**PDN straps and rails**

The bar under the picture is 100 um long. Pins as bars on the die edge.
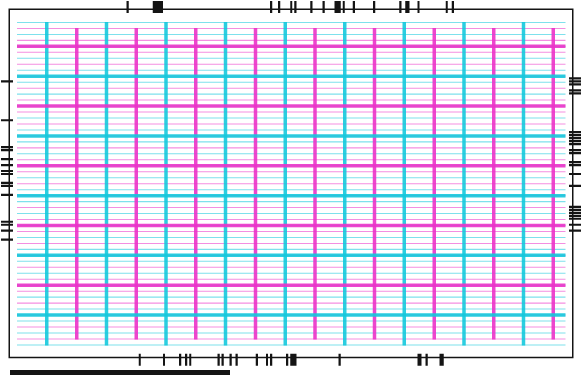
**Cells colored by class**

The bar under the picture is 100 um long.
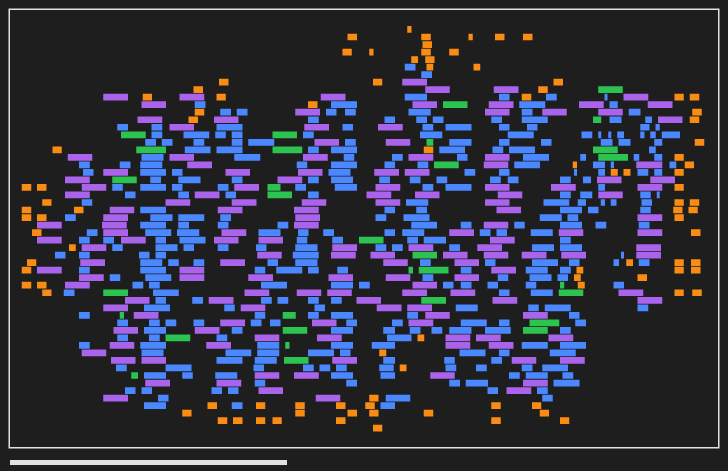
**src/rtl/reg_pkg.sv**
```systemverilog
// Shared constants and the dump state encoding for the register file with
// sequential readout.
package reg_pkg;

  localparam int REG_WIDTH_DEFAULT  = 16;
  localparam int REG_ADDR_W_DEFAULT = 3;

  typedef enum logic [1:0] {
    IDLE = 2'd0,
    LOAD = 2'd1,
    SEND = 2'd2
  } dump_state_e;

endpackage

```
**src/rtl/reg_dump_fsm.sv**
```systemverilog
// Dump sequencer: walks idx over every register, capturing one value per
// beat (LOAD) and holding it on a valid/ready interface (SEND) until the
// sink accepts it. Pulses dump_done after the last beat is accepted.
module reg_dump_fsm
  import reg_pkg::*;
#(
  parameter int WIDTH  = REG_WIDTH_DEFAULT,
  parameter int ADDR_W = REG_ADDR_W_DEFAULT
) (
  input  logic              clock,
  input  logic              reset,
  input  logic              dump_start,
  input  logic              dump_ready,
  input  logic [WIDTH-1:0]  load_data,
  output logic [ADDR_W-1:0] idx,
  output logic              dump_valid,
  output logic              dump_busy,
  output logic              dump_done,
  output logic [ADDR_W-1:0] dump_addr,
  output logic [WIDTH-1:0]  dump_data
);

  localparam logic [ADDR_W-1:0] LAST_IDX = {ADDR_W{1'b1}};

  dump_state_e       state_q, state_d;
  logic [ADDR_W-1:0] idx_q, idx_d;
  logic              valid_q, valid_d;
  logic              busy_q, busy_d;
  logic              done_q, done_d;
  logic [ADDR_W-1:0] addr_q, addr_d;
  logic [WIDTH-1:0]  data_q, data_d;

  // Next-state and next-output computation; all outputs are registered.
  always_comb begin
    state_d = state_q;
    idx_d   = idx_q;
    valid_d = valid_q;
    busy_d  = busy_q;
    done_d  = 1'b0;
    addr_d  = addr_q;
    data_d  = data_q;
    case (state_q)
      IDLE: begin
        valid_d = 1'b0;
        if (dump_start) begin
          state_d = LOAD;
          idx_d   = {ADDR_W{1'b0}};
          busy_d  = 1'b1;
        end else begin
          busy_d  = 1'b0;
        end
      end
      LOAD: begin
        // Captured value is frozen here; later writes cannot disturb it.
        addr_d  = idx_q;
        data_d  = load_data;
        valid_d = 1'b1;
        busy_d  = 1'b1;
        state_d = SEND;
      end
      SEND: begin
        if (valid_q && dump_ready) begin
          valid_d = 1'b0;
          if (idx_q == LAST_IDX) begin
            state_d = IDLE;
            busy_d  = 1'b0;
            done_d  = 1'b1;
          end else begin
            idx_d   = idx_q + ADDR_W'(1);
            state_d = LOAD;
          end
        end else begin
          valid_d = 1'b1;
        end
      end
      default: begin
        state_d = IDLE;
        idx_d   = {ADDR_W{1'b0}};
        valid_d = 1'b0;
        busy_d  = 1'b0;
      end
    endcase
  end

  // Sequencer state and output registers, cleared asynchronously by reset.
  always_ff @(posedge clock or posedge reset) begin
    if (reset) begin
      state_q <= IDLE;
      idx_q   <= {ADDR_W{1'b0}};
      valid_q <= 1'b0;
      busy_q  <= 1'b0;
      done_q  <= 1'b0;
      addr_q  <= {ADDR_W{1'b0}};
      data_q  <= {WIDTH{1'b0}};
    end else begin
      state_q <= state_d;
      idx_q   <= idx_d;
      valid_q <= valid_d;
      busy_q  <= busy_d;
      done_q  <= done_d;
      addr_q  <= addr_d;
      data_q  <= data_d;
    end
  end

  assign idx        = idx_q;
  assign dump_valid = valid_q;
  assign dump_busy  = busy_q;
  assign dump_done  = done_q;
  assign dump_addr  = addr_q;
  assign dump_data  = data_q;

endmodule

```
**src/rtl/reg_file_dump.sv**
```systemverilog
// Register file with one write port, two combinational read ports and a
// sequential dump interface. Optional feature macro REG_FILE_DUMP_BYPASS_EN
// forwards a same-cycle write to the read ports and the dump capture.
module reg_file_dump
  import reg_pkg::*;
#(
  parameter int WIDTH  = REG_WIDTH_DEFAULT,
  parameter int ADDR_W = REG_ADDR_W_DEFAULT
) (
  input  logic              clock,
  input  logic              reset,
  input  logic              wr_en,
  input  logic [ADDR_W-1:0] wr_addr,
  input  logic [WIDTH-1:0]  wr_data,
  input  logic [ADDR_W-1:0] rd_addr_a,
  input  logic [ADDR_W-1:0] rd_addr_b,
  output logic [WIDTH-1:0]  rd_data_a,
  output logic [WIDTH-1:0]  rd_data_b,
  input  logic              dump_start,
  output logic              dump_valid,
  input  logic              dump_ready,
  output logic [ADDR_W-1:0] dump_addr,
  output logic [WIDTH-1:0]  dump_data,
  output logic              dump_busy,
  output logic              dump_done
);

  localparam int NUM_REGS = 2 ** ADDR_W;

  logic [WIDTH-1:0]  reg_q [NUM_REGS];
  logic [WIDTH-1:0]  reg_d [NUM_REGS];
  logic [ADDR_W-1:0] idx_s;
  logic [WIDTH-1:0]  load_data_s;

  // Next register contents: only the addressed register takes a write.
  always_comb begin
    reg_d = reg_q;
    if (wr_en) begin
      reg_d[wr_addr] = wr_data;
    end else begin
      reg_d = reg_q;
    end
  end

  // Storage, cleared asynchronously by reset.
  always_ff @(posedge clock or posedge reset) begin
    if (reset) begin
      for (int i = 0; i < NUM_REGS; i++) begin
        reg_q[i] <= {WIDTH{1'b0}};
      end
    end else begin
      reg_q <= reg_d;
    end
  end

  // Zero-latency read ports and the value offered to the dump capture.
  always_comb begin
`ifdef REG_FILE_DUMP_BYPASS_EN
    if (wr_en && (wr_addr == rd_addr_a)) begin
      rd_data_a = wr_data;
    end else begin
      rd_data_a = reg_q[rd_addr_a];
    end
    if (wr_en && (wr_addr == rd_addr_b)) begin
      rd_data_b = wr_data;
    end else begin
      rd_data_b = reg_q[rd_addr_b];
    end
    if (wr_en && (wr_addr == idx_s)) begin
      load_data_s = wr_data;
    end else begin
      load_data_s = reg_q[idx_s];
    end
`else
    rd_data_a   = reg_q[rd_addr_a];
    rd_data_b   = reg_q[rd_addr_b];
    load_data_s = reg_q[idx_s];
`endif
  end

  reg_dump_fsm #(
    .WIDTH (WIDTH),
    .ADDR_W(ADDR_W)
  ) u_dump_fsm (
    .clock     (clock),
    .reset     (reset),
    .dump_start(dump_start),
    .dump_ready(dump_ready),
    .load_data (load_data_s),
    .idx       (idx_s),
    .dump_valid(dump_valid),
    .dump_busy (dump_busy),
    .dump_done (dump_done),
    .dump_addr (dump_addr),
    .dump_data (dump_data)
  );

endmodule

```
**config.mk**
```make
export PLATFORM = sky130hd
export DESIGN_NAME = reg_file_dump
export DESIGN_NICKNAME = d
export VERILOG_FILES = /design/src/rtl/reg_pkg.sv /design/src/rtl/reg_dump_fsm.sv /design/src/rtl/reg_file_dump.sv
export SDC_FILE = /design/constraint.sdc
export NUM_CORES = 1
export LEC_CHECK = 0
export CAP_MARGIN = 20
export CELL_PAD_IN_SITES_DETAIL_PLACEMENT = 2
export CELL_PAD_IN_SITES_GLOBAL_PLACEMENT = 2
export CORE_AREA = 3 3 253 155
export DETAILED_ROUTE_END_ITERATION = 7
export DIE_AREA = 0 0 256 158
export GPL_ROUTABILITY_DRIVEN = 0
export PLACE_DENSITY = 0.6
export SYNTH_ARGS = -nofsm -noshare
export SYNTH_HDL_FRONTEND = slang
export SYNTH_HIERARCHICAL = 1
export SYNTH_SLANG_ARGS = --single-unit
```
**constraint.sdc**
```tcl
create_clock -name clock -period 10.4 [get_ports clock]
set_input_delay 2.08 -clock clock [delete_from_list [all_inputs] [get_ports clock]]
set_output_delay 2.08 -clock clock [all_outputs]
set_load 0.1 [all_outputs]
```
==> notes.md <==
fresh numbers from the pnr run: ANT nets after route 0, Setup CP Type input pin to output pin, CTS tree built, YS chip area 9235 um^2, Yosys reg bits 155, OpenROAD warnings 29, Pre-antenna DRT Iters 4, Clock Tree Buf Depth 2, Post-synth EDFFs 0, Peak VDD IR 0.1680 mV, power share of the combinational group 43.8%, Netlist Area Pre-Place 9235 um^2, Simple Share, Synth 1.978%, cts hold-fix bufs 0, hpwl dp 18140 um, share of cells above drive strength 1 48.78%, P_leak 0.004375 uW, Seq power 900 uW, clk sinks 155, cells resized by post-CTS repair 0, post-CTS setup buffer count 0, comb pwr 1250 uW, DP Area 10390 um^2, ys async rst share 100.0%, Top Layout Cells mux2_2, dfrtp_1, clkdlybuf4s50_1, Largest Register reg_q, Critical Path Source rd_addr_a[1], seq_cells 155, largest area contributor in the netlist dfrtp_1, CTS Buf Count 17, met2 Track Usage GR 23.49%, r2r worst-path depth 4, top cells, area dfrtp_1, mux2_2, mux4_1, mux4_2, buf_6, Rows 54, Hold Fails Final Rpt 0, number of nets at floorplan 574, total power 2847 uW, adder share 0.8129%, sequential element share of the synthesized area 42.00%, # setup viols final 0, cell total in the yosys stat output 538, post-synth cell types 39, Iter 0 DRT Violations 347, part of the power in registers 31.6%, Avg Vias per Cell 4.981, Mean Syn Cell Area 17.17 um^2, n_taps 504, RSZ-0062 raised after global routing no, mux share 49.45%, most numerous logic cell after layout mux2_2, nets 641, Int Power 1650 uW, met1 usage 19.95%, overflow left after global routing 0, Min-Delay Endpoint u_dump_fsm/dump_data[3], Seq area share 35.14%, Slew Limit Fails 0, xor/xnor share 0%, final period utilization 67.04%, FP Core Util 25.17%, DR top layer met4, vias in the first global route 6327, comb area leader multiplexers, worst flop-to-flop path endpoint u_dump_fsm/dump_data[6], metal2 WL 13220 um, CP Capture Type output pin, worst min path class flip-flop to flip-flop, WP data arrival 4.89 ns, f_max 0.1434 GHz, combinational fraction of the cell area 44.90%, clkbuf count 19, Die Size 40450 um^2, clk latency late pin 0.45 ns, FF+latch area 3880 um^2, hold path depth 1, Total GRT Usage 14.58%, Vias 5584, reg2reg setup slack 8.01 ns, min Tclk post-route 6.972 ns, Worst Setup EP rd_data_a[14], final setup TNS 0 ns, clock-net power 700 uW, Comb gates 331, pin count of the biggest net entering global routing 69, H-tree depth 4, HP Start u_dump_fsm/dump_data[3], Synth Instances 538, Sw Ratio 42.06%, clock slew at reported path FFs 0.06 ns, first-pass GRT wire length 43260 um, num ports 84, r2r startpoint u_dump_fsm/idx[0], top area contributor share 42.00%, WP data required 8.32 ns, routed wl met3 1034 um, Worst setup SP type input pin, Least-Margin Pin Slew 1.098 ns, initial antenna violation count 0, synth cell count leaders mux2_2, dfrtp_1, mux4_1, max reg flops 128, met1 WL 13660 um, clock network fraction of design power 24.6%, footprint of the multi-input gates 4957 um^2, run status finished clean, max_cap viols 0, buffering overhead 8.228%, DIE WIDTH 256 um, Slew HR 26.80%, top cell category multi-input combinational cells, Most Crowded Layer GR met2, complex-gate fraction of the synthesized area 1.111%, Signal inverters 4, Antenna Cells 0, IO Port Bufs 83, post-route cell area 11040 um^2, pwr/cell area 257.9 nW/um^2, clk root buf clkbuf_16, Commonest flop dfrtp_1, clock skew 0.007396 ns, P_sw 1198 uW, synth warn 6, GR Util met3 3.213%, Fillers 3707, crit-path max FO 32, clock network area share 5.859%, post-detailed-route wirelength per cell 25.21 um, Layout Area Growth over Synthesis 19.55%, Top Consumer combinational logic, Signal buffers 96, routed wire length 28270 um, top-count cell post-synth mux2_2, Residual DRC 0
## Picture notes: 'PDN straps and rails'
net	color
VSS	cyan
VDD	magenta
met4 straps	18
met1 rails	55
signal pins	84
rows	54
met5 straps	10
chip height: 158 um
Core ar.: 36690 um^2

## Picture notes: 'cells colored by class'
class	color	cells	share of their area
clock drivers and dummy loads	green	31	6.2%
all other logic	blue	335	48%
flip-flops	purple	155	37%
other buffers and delay cells	orange	96	8.7%

[critical path, cell delays in order]
cell and delay (ns):
clkdlybuf4s50_1 0.46, buf_4 0.49, mux4_2 0.58, mux2_2 0.29, clkdlybuf4s50_1 0.97
[per-stage QoR]
step	hold WS [ns]	cells	util (%)	setup WS [ns]
2_1_floorplan	0.4992	538	-	4.907
3_5_place_dp	0.4985	1090	28.33	3.401
4_1_cts	0.5174	1121	30.09	3.398
6_report	0.5111	1121	30.09	3.428
3_3_place_gp	0.4936	1090	28.33	3.403
5_1_grt	0.5435	1121	30.09	3.321
No activity file was given, so power comes from the tool's default toggle rates.
